==> config.mk <==
export PLATFORM = sky130hd
export DESIGN_NAME = ssd_mux_driver
export DESIGN_NICKNAME = d
export VERILOG_FILES = /design/src/rtl/ssd_pkg.sv /design/src/rtl/ssd_seg7_decode.sv /design/src/rtl/ssd_mux_driver.sv
export SDC_FILE = /design/constraint.sdc
export NUM_CORES = 1
export LEC_CHECK = 0
export CAP_MARGIN = 0
export CELL_PAD_IN_SITES_DETAIL_PLACEMENT = 1
export CELL_PAD_IN_SITES_GLOBAL_PLACEMENT = 1
export CORE_ASPECT_RATIO = 0.7
export CORE_MARGIN = 4
export CORE_UTILIZATION = 41
export DETAILED_ROUTE_END_ITERATION = 8
export HOLD_SLACK_MARGIN = 0.03
export PLACE_DENSITY = 0.83
export SETUP_SLACK_MARGIN = 0.05
export SKIP_CTS_REPAIR_TIMING = 1
export SLEW_MARGIN = 25
export SYNTH_ARGS = -nofsm -noshare
export SYNTH_HDL_FRONTEND = slang
export SYNTH_HIERARCHICAL = 1
export SYNTH_SLANG_ARGS = --single-unit
export TNS_END_PERCENT = 1
==> constraint.sdc <==
create_clock -name clk -period 2.78 [get_ports clk]
set_input_delay 0.556 -clock clk [delete_from_list [all_inputs] [get_ports clk]]
set_output_delay 0.556 -clock clk [all_outputs]
set_load 0.03 [all_outputs]
Fig. 1: run 1, signal wires by layer
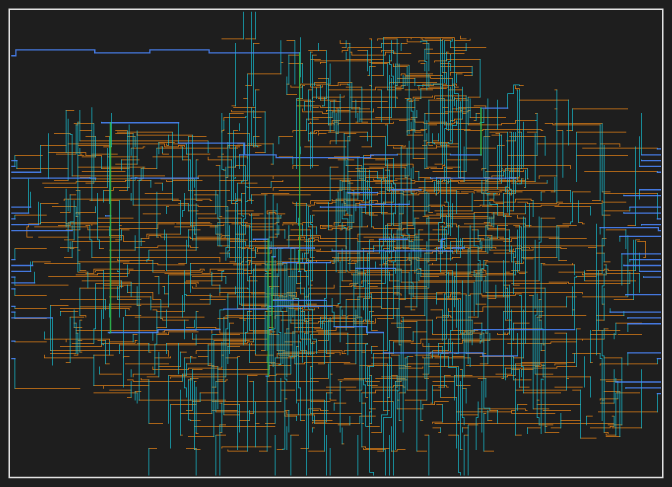
Key: cyan = met2 [wire length 6690 µm]; green = met4 [wire length 160 µm]; blue = met3 [wire length 695 µm]; orange = met1 [wire length 6650 µm]
final wirelength: 14190 µm
DR WL/cell: 19.57 µm

Fig. 2: run 1, placement by cell class
Fill, decap, tap and diode cells in gray.
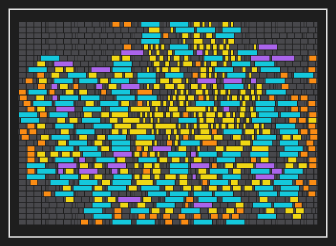
Key: purple = clock drivers and dummy loads [cells 32, share of their area 8.4%]; orange = other buffers and delay cells [cells 87, share of their area 11%]; cyan = flops [cells 132, share of their area 45%]; yellow = all other logic [cells 284, share of their area 35%]
Util after Layout: 53.75%
row count: 36
Seq/total area: 43.88%
core area: 0.01410 mm²

Fig. 3: run 1, I/O nets highlighted
The bar under the picture is 50 µm long.
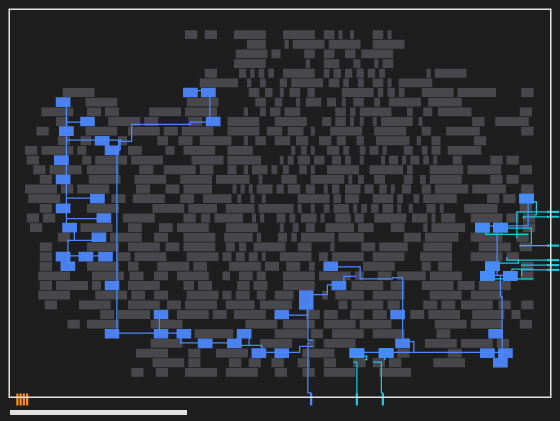
Key: cyan = `digit_en_i` [bits 8, direction input, edge 6 right, 2 bottom, end cells 8, wire 151 µm]; blue = `load_i` [bits 1, direction input, edge bottom, end cells 48, wire 510 µm]; orange = `bright_i` [bits 4, direction input, edge bottom, end cells 0]
IO Count: 73
PortBufs: 68

==> out/metrics.csv, run 1 <==
metric;value;unit
most frequent cells in the layout;dfrtp_1 (114), mux2_2 (96), clkdlybuf4s50_1 (65), nand2_1 (22), buf_4 (19);
syn nets;510;
Worst Path Required;2220;ps
relative slew slack;55.30;%
top-area cell type share of the netlist area;48.65;%
max_cap viols;0;
Die Y;108.9;µm
outcome;complete, no violations;
post-layout period usage;94.37;%
final non-filler cell total;725;
Synth Seq Share;55.69;%
Placed Cells;691;
first-pass GRT wire length;23740;µm
Synth area leaders;dfrtp_1 (49%), mux2_2 (18%), dfstp_2 (7.0%);
Post-synth top flop;dfrtp_1;
CTS clk-pin slew, worst paths;60;ps
routed vias;3857;
Setup Crit Path Kind;reg2out;
clk root buf;clkbuf_16;
Design Power;4567;µW
Worst Reg-to-Reg Cells;9;
worst vdd ir;0.4699;mV
DP HPWL;9745;µm
largest net degree at the start of global routing;57;
YS chip area;0.005967;mm²
Flop area;0.003326;mm²
Pleak;0.003259;µW
n_diodes;0;
number of global-route vias before repair;4329;
share of cells above drive strength 1;35.70;%
H-tree Lvls;4;
worst min path class;in2async;
post-synthesis cell count;439;
fp_density;42.32;%
antenna violations before repair;0;
vias per inst;5.320;
Late-Pin Clk Latency;410;ps
die area;0.01658;mm²
initial drt markers;218;
Post-synth EDFFs;0;
stage-log warning count;41;
crit path DAT;2070;ps
hold slack;124.7;ps
final antenna-violating net count;0;
GRT Util Overall;18.41;%
startpoint types;flip-flop;
r2r setup slk;250;ps
actual slew at the worst max-slew pin;670.4;ps
cell taking the most area after synthesis;dfrtp_1;
Filler Cell Count;1374;
TritonRoute pass-1 iters;4;
Critical Path Sink Type;output port;
Cell Type Count;45;
Yosys Instances;439;
Final #Nets;593;
buffers from clock root to sink, at most;2;
RSZ-0062 raised after global routing;true;
achievable clock frequency;381.2;MHz
final setup violation count;0;
TritonCTS clock tree;yes;
area grow syn2layout;27.01;%
Final Critical Period;2623;ps
cell area after synthesis;0.005967;mm²
DRC;0;
CP max FO;7;
remaining global-route overflow;0;
asr flop ratio synth;100.0;%
logic area;0.002496;mm²
Hold Vio Cnt, Final;0;
Sum Neg Setup Slack;0;ps
gp weighted congestion;0.8006;
Worst Skew;10.41;ps
most numerous logic cell after layout;dfrtp_1;
clk sinks;132;
Slew Viols, Final;0;
syn avg cell area;13.59;µm²
yosys warns;6;
CTS Buf Count;17;
pwr/cell area;602.6;mW/mm²
Die W;152.2;µm
Yosys reg bits;132;
-- run 1: routing by layer --
metal,up-vias,wire (µm),GRT usage [%],part of all wire (%)
met3,12,695,5.395,4.9
met2,101,6687,29.59,47
met5,-,0,0,0
li1,1746,-,-,-
met1,1998,6647,24.68,47
met4,0,159,5.131,1.1
-- run 1: cell usage after synthesis, types with 4 or more instances --
cell / count
clkbuf_1: 10
nor2_1: 17
nor3_1: 12
buf_1: 6
a21oi_1: 4
nand3_1: 9
inv_1: 15
or4_1: 4
mux2i_1: 6
xnor2_1: 10
nor4_1: 6
mux2_2: 96
mux4_2: 12
buf_2: 5
dfrtp_1: 116
nand2_1: 23
ha_1: 15
o21ai_0: 8
a22oi_1: 10
dfstp_2: 16
-- run 1: critical path: stages (launching register included) --
cell     delay, ps
dfrtp_2        480
buf_4          170
buf_4          150
ha_1           220
ha_1           250
and2_4         210
buf_4          170
-- run 1: cell families after synthesis --
kind of cell	count (synthesis)	synth area share [%]
mux	117	24.76
fa+ha+maj	15	3.145
xor+xnor	13	1.908
simple gates	89	7.507
flops	132	55.69
compound gates	33	4.173
buf+inv	40	2.810
-- run 1: through the flow --
stage | instance area [µm²] | util (%) | worst slack (ps)
4_1_cts | 7542 | 53.50 | -9.845
6_report | 7579 | 53.75 | 156.6
2_1_floorplan | 5967 | - | 121.5
3_5_place_dp | 6925 | 49.12 | 84.31
5_1_grt | 7579 | 53.75 | 30.58
3_3_place_gp | 6925 | 49.12 | 202.5
-- run 1: layout make-up --
| class | count | area share (%) |
|---|---|---|
| repair buffers | 87 | 11.06 |
| flip-flops and latches | 132 | 43.88 |
| clock buffers | 18 | 5.795 |
| inverters | 17 | 0.8420 |
| well taps | 190 | 3.137 |
| clock inverters | 14 | 2.344 |
| multi-input cells | 267 | 32.94 |
-- run 1: power breakdown --
| group | switching (µW) | internal, µW | total [µW] |
|---|---|---|---|
| logic | 108 | 132 | 240 |
| clock network | 872 | 1440 | 2310 |
| registers | 20.0 | 1990 | 2010 |
| total | 1000 | 3570 | 4570 |
==> inputs of run 2 (changes only) <==
--- a/config.mk
+++ b/config.mk
@@ -8,17 +8,16 @@
 export CAP_MARGIN = 0
 export CELL_PAD_IN_SITES_DETAIL_PLACEMENT = 1
 export CELL_PAD_IN_SITES_GLOBAL_PLACEMENT = 1
-export CORE_ASPECT_RATIO = 0.7
+export CORE_ASPECT_RATIO = 0.75
 export CORE_MARGIN = 4
 export CORE_UTILIZATION = 41
 export DETAILED_ROUTE_END_ITERATION = 8
 export HOLD_SLACK_MARGIN = 0.03
-export PLACE_DENSITY = 0.83
+export PLACE_DENSITY = 0.84
 export SETUP_SLACK_MARGIN = 0.05
 export SKIP_CTS_REPAIR_TIMING = 1
 export SLEW_MARGIN = 25
 export SYNTH_ARGS = -nofsm -noshare
 export SYNTH_HDL_FRONTEND = slang
-export SYNTH_HIERARCHICAL = 1
 export SYNTH_SLANG_ARGS = --single-unit
 export TNS_END_PERCENT = 1
Fig. 4: run 2, I/O nets highlighted
The bar under the picture is 50 µm long.
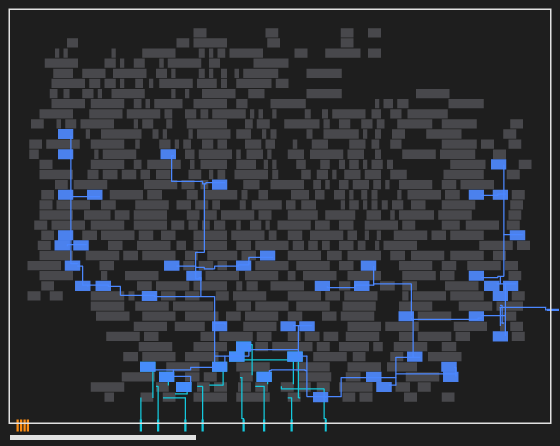
Key: cyan = `digit_en_i` [bits 8, direction input, edge bottom, end cells 8, wire 160 µm]; blue = `load_i` [bits 1, direction input, edge right, end cells 48, wire 528 µm]; orange = `bright_i` [bits 4, direction input, edge bottom, end cells 0]

Fig. 5: run 2, signal wires by layer
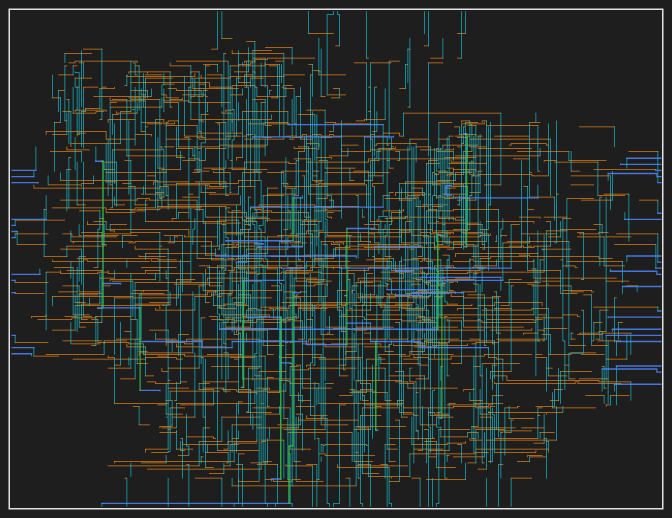
routed vias: 3781
DR WL/cell: 21.00 µm
GRT Util Overall: 18.85%
final wirelength: 14490 µm

Fig. 6: run 2, cells by drive strength
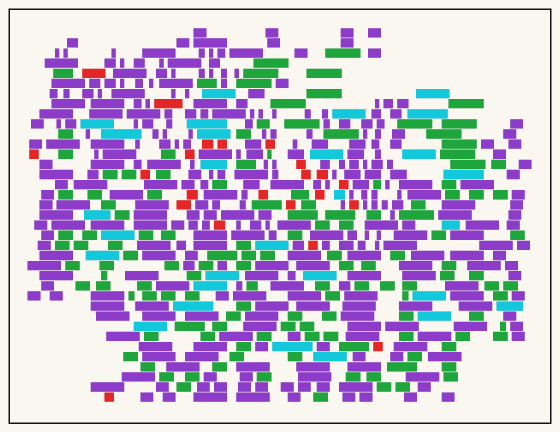
Key: cyan = drive 6 and up [cells 28, share 5.4%, most used clkbuf_16]; green = drive 2 [cells 136, share 26%, most used mux2_2]; red = drive 3 to 4 [cells 22, share 4.3%, most used buf_4]; purple = drive 1 or less [cells 329, share 64%, most used dfrtp_1]
Setup WS post-layout: 27.45 ps
Non-Clock Buffer Count: 84
Final Instance Area: 0.007441 mm²
area grow syn2layout: 28.67%

==> run 2 against run 1 <==
  * First-iteration DRC count increased by 12%
  * Cell area decreased by 1.8%
  * Worst setup slack got worse by 130 ps
  * Die area decreased by 3.0%
  * Synthesized area decreased by 3.1%
  * Non-clock buffer count decreased by 3
  * Utilization increased by 0.36 points
  * Via count decreased by 2.0%
  * Global-route usage increased by 0.44 points
  * Routed wire length increased by 2.1%
  * Critical path type unchanged
  * Critical endpoint unchanged
  * Highest routed layer unchanged
==> out/metrics.csv, run 2 <==
metric;value;unit;change
DP HPWL;9532;µm;was 9745 µm
Pleak;0.003252;µW;was 0.003259 µW
Yosys Instances;420;;was 439
Sum Neg Setup Slack;0;ps;unchanged
CP peak stage delay;390;ps;was 480 ps
worst vdd ir;0.4766;mV;was 0.4699 mV
IO Count;73;;unchanged
stage-log warning count;40;;was 41
gp weighted congestion;0.8638;;was 0.8006
most numerous logic cell after layout;dfrtp_1;;unchanged
post-synthesis cell count;420;;was 439
outcome;complete, no violations;;unchanged
fp_density;42.06;%;was 42.32%
count of buffer and inverter cells on the critical path;1;;was 3
CP delay by family, top;simple AND/OR/NAND/NOR gates;;was buffers and inverters
syn avg cell area;13.77;µm²;was 13.59 µm²
first-pass GRT wire length;23950;µm;was 23740 µm
clk sinks;132;;unchanged
CTS clk-pin slew, worst paths;60;ps;about the same
n_diodes;0;;unchanged
cell area after synthesis;0.005783;mm²;was 0.005967 mm²
DRC;0;;unchanged
crit-path most repeated cell;ha_2;;was buf_4
Setup Crit Path Kind;reg2out;;unchanged
remaining global-route overflow;0;;unchanged
worst min path class;in2async;;unchanged
r2r setup slk;330;ps;was 250 ps
Post-synth EDFFs;0;;unchanged
Stages on worst setup path;7;;was 6
top-area cell type share of the netlist area;50.19;%;was 48.65%
Worst Path Required;2220;ps;about the same
Slew Viols, Final;0;;unchanged
## run 2: power by group
part / switching (µW) / total [µW] / internal [µW]
clock: 855 / 2560 / 1700
combinational: 107 / 240 / 133
sequential: 21.0 / 2010 / 1990
## run 2: cells by family (layout without fill, tap and decap cells)
logic type,count (synthesis),after routing,synth area share (%)
AND-OR/OR-AND,34,34,4.197
XOR/XNOR,13,13,1.969
adder cells (fa/ha/maj),14,14,3.029
buffers and inverters,30,125,2.293
flip-flops,132,132,57.46
multiplexers,118,118,24.19
AND/OR/NAND/NOR,79,79,6.859
## run 2: layer usage
metal | vias up | track usage, % | wire length [µm] | part of all wire (%)
li1 | 1679 | - | - | -
met1 | 1970 | 23.01 | 6180 | 43
met2 | 105 | 32.25 | 7320 | 51
met3 | 27 | 5.027 | 696 | 4.8
met4 | 0 | 7.021 | 289 | 2.0
met5 | - | 0 | 0 | 0
## run 2: area by class of cell
cell class | instances | area (µm²) | share of cell area (%)
Inverter | 10 | 37.54 | 0.5045
Timing Repair Buffer | 84 | 828.3 | 11.13
Multi-Input combinational cell | 258 | 2362 | 31.75
Clock buffer | 18 | 439.2 | 5.902
Clock inverter | 13 | 230.2 | 3.094
Sequential cell | 132 | 3324 | 44.68
Tap cell | 175 | 219.0 | 2.943
## run 2: stage by stage
stage          utilization, %  setup slack, ps  std cells  hold WS, ps  instance area, µm²
5_1_grt                 54.12           -84.76        690        210.0                7441
3_5_place_dp            48.94            121.8        658        478.2                6729
6_report                54.12            27.45        690        164.2                7441
2_1_floorplan               -            94.09        420        260.4                5787
4_1_cts                 53.81           -394.9        689        174.1                7398
3_3_place_gp            48.94            221.4        658        460.6                6729
Power figures rest on the tool's default switching activity, not on a simulated workload.
